### config.mk
export PLATFORM = sky130hd
export DESIGN_NAME = rv32_mem_arbiter
export DESIGN_NICKNAME = d
export VERILOG_FILES = /design/src/rtl/rv32_mem_arbiter.sv
export SDC_FILE = /design/constraint.sdc
export NUM_CORES = 1
export LEC_CHECK = 0
export CAP_MARGIN = 20
export CORE_UTILIZATION = 40
export CTS_CLUSTER_SIZE = 12
export DETAILED_ROUTE_END_ITERATION = 6
export PLACE_DENSITY = 0.81
export SETUP_SLACK_MARGIN = 0.3
export SYNTH_ARGS = -nofsm -noshare
export SYNTH_HDL_FRONTEND = slang
export SYNTH_SLANG_ARGS = --single-unit
### constraint.sdc
create_clock -name clk -period 1.9 [get_ports clk]
set_input_delay 0.475 -clock clk [delete_from_list [all_inputs] [get_ports clk]]
set_output_delay 0.475 -clock clk [all_outputs]
set_load 0.01 [all_outputs]
### src/rtl/rv32_mem_arbiter.sv
// Two-port (fetch / load-store) arbiter onto a single memory port, one transaction in flight.
// Define RV32_MEM_ARB_FAIR_EN for round-robin arbitration; otherwise data has fixed priority.
module rv32_mem_arbiter #(
  parameter int RESP_TIMEOUT = 64
) (
  input  logic        clk,
  input  logic        reset,
  input  logic        instr_req_in,
  input  logic [31:0] instr_addr_in,
  output logic        instr_ready_out,
  output logic [31:0] instr_rdata_out,
  output logic        instr_rvalid_out,
  input  logic        data_req_in,
  input  logic        data_write_in,
  input  logic [31:0] data_addr_in,
  input  logic [31:0] data_wdata_in,
  input  logic [3:0]  data_wmask_in,
  output logic        data_ready_out,
  output logic [31:0] data_rdata_out,
  output logic        data_rvalid_out,
  output logic        mem_req_out,
  output logic        mem_write_out,
  output logic [31:0] mem_addr_out,
  output logic [31:0] mem_wdata_out,
  output logic [3:0]  mem_wmask_out,
  input  logic        mem_ready_in,
  input  logic [31:0] mem_rdata_in,
  input  logic        mem_rvalid_in,
  output logic        err_out
);

  localparam int CW = $clog2(RESP_TIMEOUT) + 1;

  typedef enum logic [1:0] {
    S_IDLE  = 2'd0,
    S_ISSUE = 2'd1,
    S_WAIT  = 2'd2
  } state_t;

  state_t          state_q, state_d;
  logic            owner_instr_q;
  logic [CW-1:0]   cnt_q;
  logic            any_req;
  logic            grant_instr;
  logic            grant_write;
  logic            timeout_hit;
  logic            wait_done;
  logic            instr_ready_d, data_ready_d;
  logic            instr_rvalid_d, data_rvalid_d;
  logic            err_d;
  logic [31:0]     resp_data_d;
  logic            unused_addr_bits;

  assign unused_addr_bits = ^instr_addr_in[1:0];
  assign any_req          = instr_req_in | data_req_in;
  assign grant_write      = ~grant_instr & data_write_in;
  assign timeout_hit      = (cnt_q == CW'(RESP_TIMEOUT - 1));
  assign wait_done        = mem_rvalid_in | timeout_hit;

`ifdef RV32_MEM_ARB_FAIR_EN
  logic last_instr_q;

  // On contention the port that did not win last time gets the grant.
  assign grant_instr = instr_req_in & (~data_req_in | ~last_instr_q);

  always_ff @(posedge clk) begin
    if (reset) begin
      last_instr_q <= 1'b1;
    end else if (state_q == S_IDLE && any_req) begin
      last_instr_q <= grant_instr;
    end
  end
`else
  assign grant_instr = instr_req_in & ~data_req_in;
`endif

  always_ff @(posedge clk) begin
    if (reset) begin
      state_q <= S_IDLE;
    end else begin
      state_q <= state_d;
    end
  end

  always_comb begin
    state_d = state_q;
    case (state_q)
      S_IDLE: begin
        if (any_req) state_d = S_ISSUE;
      end
      S_ISSUE: begin
        if (mem_ready_in) state_d = mem_write_out ? S_IDLE : S_WAIT;
      end
      S_WAIT: begin
        if (wait_done) state_d = S_IDLE;
      end
      default: state_d = S_IDLE;
    endcase
  end

  // Next values for the registered handshake/response outputs.
  always_comb begin
    instr_ready_d  = 1'b0;
    data_ready_d   = 1'b0;
    instr_rvalid_d = 1'b0;
    data_rvalid_d  = 1'b0;
    err_d          = 1'b0;
    resp_data_d    = '0;
    case (state_q)
      S_IDLE: begin
        instr_ready_d = any_req & grant_instr;
        data_ready_d  = any_req & ~grant_instr;
      end
      S_ISSUE: begin
        data_rvalid_d = mem_ready_in & mem_write_out;
      end
      S_WAIT: begin
        if (wait_done) begin
          instr_rvalid_d = owner_instr_q;
          data_rvalid_d  = ~owner_instr_q;
          err_d          = ~mem_rvalid_in;
          resp_data_d    = mem_rvalid_in ? mem_rdata_in : 32'h0;
        end
      end
      default: ;
    endcase
  end

  always_ff @(posedge clk) begin
    if (reset) begin
      instr_ready_out  <= 1'b0;
      instr_rvalid_out <= 1'b0;
      instr_rdata_out  <= '0;
      data_ready_out   <= 1'b0;
      data_rvalid_out  <= 1'b0;
      data_rdata_out   <= '0;
      err_out          <= 1'b0;
      mem_req_out      <= 1'b0;
      mem_write_out    <= 1'b0;
      mem_addr_out     <= '0;
      mem_wdata_out    <= '0;
      mem_wmask_out    <= '0;
      owner_instr_q    <= 1'b0;
      cnt_q            <= '0;
    end else begin
      instr_ready_out  <= instr_ready_d;
      data_ready_out   <= data_ready_d;
      instr_rvalid_out <= instr_rvalid_d;
      data_rvalid_out  <= data_rvalid_d;
      err_out          <= err_d;
      instr_rdata_out  <= instr_rvalid_d ? resp_data_d : 32'h0;
      data_rdata_out   <= data_rvalid_d ? resp_data_d : 32'h0;
      mem_req_out      <= (state_d == S_ISSUE);

      // Latched fields stay on mem_* until the next grant.
      if (state_q == S_IDLE && any_req) begin
        owner_instr_q <= grant_instr;
        mem_write_out <= grant_write;
        mem_addr_out  <= grant_instr ? {instr_addr_in[31:2], 2'b00} : data_addr_in;
        mem_wdata_out <= grant_write ? data_wdata_in : 32'h0;
        mem_wmask_out <= grant_write ? data_wmask_in : 4'b0000;
      end

      if (state_q == S_WAIT) begin
        if (cnt_q != {CW{1'b1}}) cnt_q <= cnt_q + CW'(1);
      end else begin
        cnt_q <= '0;
      end
    end
  end

endmodule

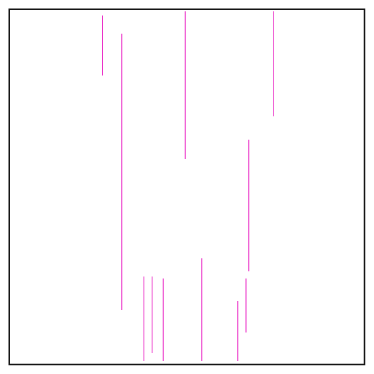
(images/met4.png)
Drawn at 3 px/µm.
nets with wire on the layer: 10
share of all routed wire: 2.4%
Routed WL: 16.4 mm
Vias: 4867

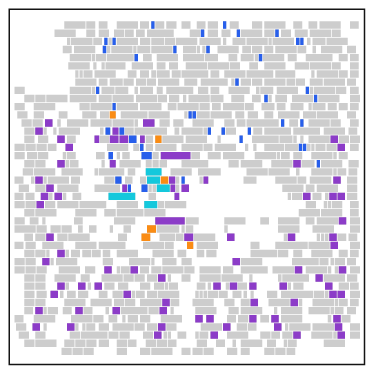
(images/gate_families.png)
Drawn at 3 px/µm.
| color | family | cells |
|---|---|---|
| blue | NAND gates | 41 |
| orange | AND and OR gates | 6 |
| purple | inverting AOI/OAI gates | 82 |
| cyan | adder and majority cells | 5 |
fin cells: 980
most numerous logic cell after layout: dfxtp_1
combinational share of cell area: 24.4%

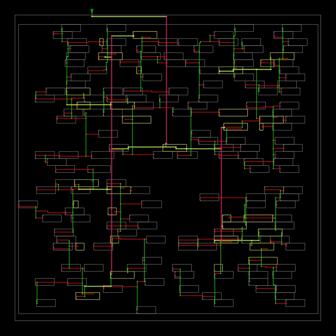
(images/final_clocks.png)
sequential cells: 149
clk sinks: 149
worst-skew pair later-pin latency: 0.42 ns

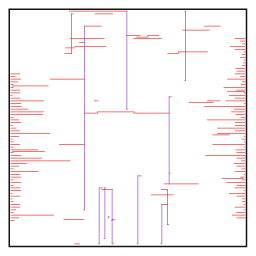
(images/metal_stack.png)
Drawn at 2 px/µm. Two of the layers only.
| color | layer | wire length |
|---|---|---|
| purple | met4 | 390 µm |
| red | met3 | 1000 µm |
GRT Resource Usage Total: 22.7%
Wirelength per Cell: 16.7 µm

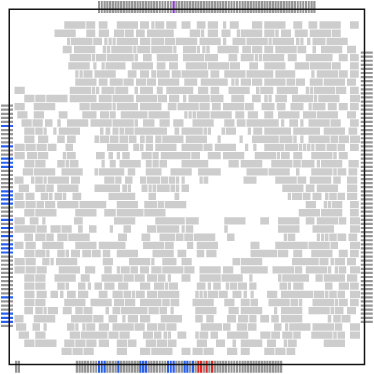
(images/pins.png)
Drawn at 3 px/µm. Pins as bars across the die edge, other pins in gray.
| color | port | pins | direction | edge |
|---|---|---|---|---|
| blue | mem_addr_out | 32 | output | 19 left, 13 bottom |
| purple | reset | 1 | input | top |
| red | data_wmask_in | 4 | input | bottom |
all pins by edge: 79 top, 77 bottom, 67 right, 55 left
chip height: 118 µm
I/O Buffers: 275

==> final timing paths <==
| check | startpoint | endpoint | slack [ns] |
|---|---|---|---|
| max | mem_rvalid_in | data_rdata_out[21]$_SDFF_PP0_ | 0.32 |
| min | reset | state_q[0]$_SDFF_PP0_ | 0.41 |
| max reg2reg | cnt_q[0]$_SDFFE_PP0P_ | data_rdata_out[21]$_SDFF_PP0_ | 0.32 |
| min reg2reg | mem_addr_out[7]$_SDFFE_PP0P_ | mem_addr_out[7]$_SDFFE_PP0P_ | 0.49 |
==> power breakdown <==
part | internal, mW | switching (mW) | leakage [nW] | total, mW
clock network | 2.27 | 1.27 | 0.312 | 3.54
logic | 0.707 | 0.609 | 2.46 | 1.32
registers | 3.29 | 0.0859 | 1.21 | 3.37
==> metal layers <==
metal / up-vias / GRT usage, %
met5: - / 0
met4: 0 / 10.1
met3: 28 / 6.25
met2: 193 / 43.6
met1: 2304 / 22.3
li1: 2342 / -
==> worst reg2reg max path, delay by kind of cell (launching register included) <==
| family | cells | cell delay (ns) |
|---|---|---|
| buf+inv | 3 | 0.46 |
| compound gates | 2 | 0.30 |
| flops | 1 | 0.35 |
| fa+ha+maj | 1 | 0.16 |
| simple gates | 2 | 0.20 |
==> timing repair <==
item,in CTS,in global routing
hold buffers,0,0
hold endpoints to repair,0,0
endpoints found under the setup margin,147,67
resized,140,17
cloned,0,6
pin swaps,0,3
buffers inserted,0,5
==> layout by cell type, fill, tap and decap left out, types with 4 or more instances in the layout <==
master           count
a211oi_1            30
a21oi_1              4
buf_4               11
inv_1                4
mux2i_1             31
clkbuf_16           22
bufinv_16            4
clkinv_4             4
a22oi_1             37
nor2_1             106
dfxtp_1            145
nor2b_1              5
nor3b_2             29
nand2_1             34
dlygate4sd2_1      138
clkdlybuf4s50_1    134
buf_12               9
==> per-stage QoR <==
step / cell area [µm²] / hold slack, ns / util, % / cells
floorplan: 5370 / 0.468 / - / 514
global placement: 8340 / 0.462 / 64.8 / 937
detailed placement: 8340 / 0.472 / 64.8 / 937
CTS: 8800 / 0.402 / 68.4 / 969
global route: 9050 / 0.419 / 70.3 / 980
finish: 9050 / 0.413 / 70.3 / 980
==> area by class of cell <==
type                            count  area (µm²)  area share (%)
Multi-Input combinational cell    320        2210            24.4
Clock buffer                       21         460            5.08
Tap cell                          172         215            2.38
Clock inverter                     11         174            1.92
Timing Repair Buffer              302        2990            33.0
Inverter                            5        18.8           0.207
Sequential cell                   149        2990            33.1
==> kinds of logic after synthesis <==
kind of cell | count (synthesis) | share of synthesized area [%]
AND/OR/NAND/NOR | 194 | 19.8
AND-OR/OR-AND | 86 | 12.6
buffers and inverters | 45 | 4.52
adder cells (fa/ha/maj) | 5 | 1.16
multiplexers | 31 | 5.78
XOR/XNOR | 4 | 0.652
flip-flops | 149 | 55.5
==> sequential cells by signal, indices dropped and copies added (netlist names), 2 cells and up <==
name	cells
state_q	2
cnt_q	7
mem_wdata_out	32
instr_rdata_out	32
mem_wmask_out	4
mem_addr_out	32
data_rdata_out	32
==> flow_summary_export.csv <==
group,metric,value,unit
run_status,outcome,"completed",
final_layout,antennaDiodeCount,0,
final_layout,n_fill_cell,976,
worst_setup_path,rr_worst_depth,8,
grt,grt_pass1_vias,4822,
grt,grt.overflow.total,0,
routing,routed_via_density,4.97,
timing,finalSetupViolCount,0,
yosys,synthTopCellsByCount,"dfxtp_1 (149), nor2_1 (106), a22oi_1 (37), nand2_1 (34), mux2i_1 (31)",
routing,met1Wirelength,6.11,mm
timing,skew,0.00803,ns
worst_setup_path,slowest_delay,0.47,ns
worst_setup_path,crit_cells,7,
routing,top_layer,"met4",
clock_network,clock_path_buffers,2,
timing,layout_min_cycle_time,1.58,ns
pwr,finalPower,8.23,mW
worst_setup_path,crit_buf_inv,4,
yosys,postSynthCellCount,514,
timing,fmax,0.633,GHz
routing,dr_wl_met3,1.00,mm
final_layout,layout-drive-gt1-share,13.0,%
yosys,yosysSeqAreaShare,55.5,%
worst_setup_path,crit_top_cell,"buf_12",
floorplan,core,12900,µm²
yosys,synth_flops,149,
yosys,ys_warn_count,0,
yosys,ys_area,5370,µm²
floorplan,die-width,118,µm
worst_setup_path,critPathKind,"primary input to flop",
worst_setup_path,critical-path-top-delay-family,"buffers and inverters",
worst_setup_path,required,2.20,ns
job,warning_count,33,
placed_design,pre_cts_ws,-0.0525,ns
pwr,leakage,3.98,nW
pwr,peakVddDrop,0.624,mV
routing,wl_met2,8.86,mm
floorplan,row_count,41,
yosys,top_cell_area_share,55.5,%
floorplan,ios,278,
timing,rsz0062_at_grt,"yes",
timing,finalClockPeriodUsage,83.2,%
clock_network,clockRootBuffer,"clkbuf_16",
yosys,async_flop_share,0,%
yosys,top_cell,"dfxtp_1",
clock_network,path_clk_slew,0.05,ns
worst_setup_path,path_max_fanout,9,
routing,antenna_left,0,
worst_setup_path,crit_path_start_kind,"primary input",
yosys,postSynthAreaPerCell,10.5,µm²
yosys,floorplan.nets,658,
worst_hold_path,hold_path_depth,2,
routing,dr.pass1.iters,5,
final_layout,finalNetCount,939,
final_layout,synthToLayoutAreaGrowth,68.5,%
clock_network,cts_made_buffers,17,
yosys,ys_cells,514,
worst_setup_path,path_cells,"clkdlybuf4s50_1 > o21bai_2 > buf_4 > a32oi_4 > buf_12 > buf_12 > nor3b_2",
pwr,power_density,909,nW/µm²
floorplan,initCoreUtil,41.7,%
yosys,top_cells_by_area,"dfxtp_1 (56%), nor2_1 (7.4%), nor3b_2 (7.0%)",
timing,tightestPinTransition,0.326,ns
routing,drt-initial-drc-count,272,
floorplan,die_area,13900,µm²
timing,relSlewSlack,78.1,%
worst_setup_path,cp_slowest_cell,"clkdlybuf4s50_1",
placed_design,gp_congestion,0.829,
routing,drc,0,
worst_setup_path,end_kind,"flop",
clock_network,htree_levels,4,
yosys,largest_area_cell,"dfxtp_1",
worst_setup_path,crit_arrival,1.88,ns
yosys,synth_cell_types,43,
grt,grt_max_degree,41,
grt,antenna_found_initial,0,
yosys,synth-edff-count,0,
worst_hold_path,hp-class,"primary input to flop",
grt,grt_pass1_wl,24.6,mm
timing,hold_viol,0,
timing,setup_tns,0,ns
yosys,flop_cell,"dfxtp_1",
timing,setup_slack,0.319,ns
timing,drv_slew,0,
placed_design,hpwl,11.4,mm
job,maxCapViolCount,0,
yosys,netlist_area,5370,µm²
clock_network,cts_tree,"done",
Power figures rest on the tool's default switching activity, not on a simulated workload.
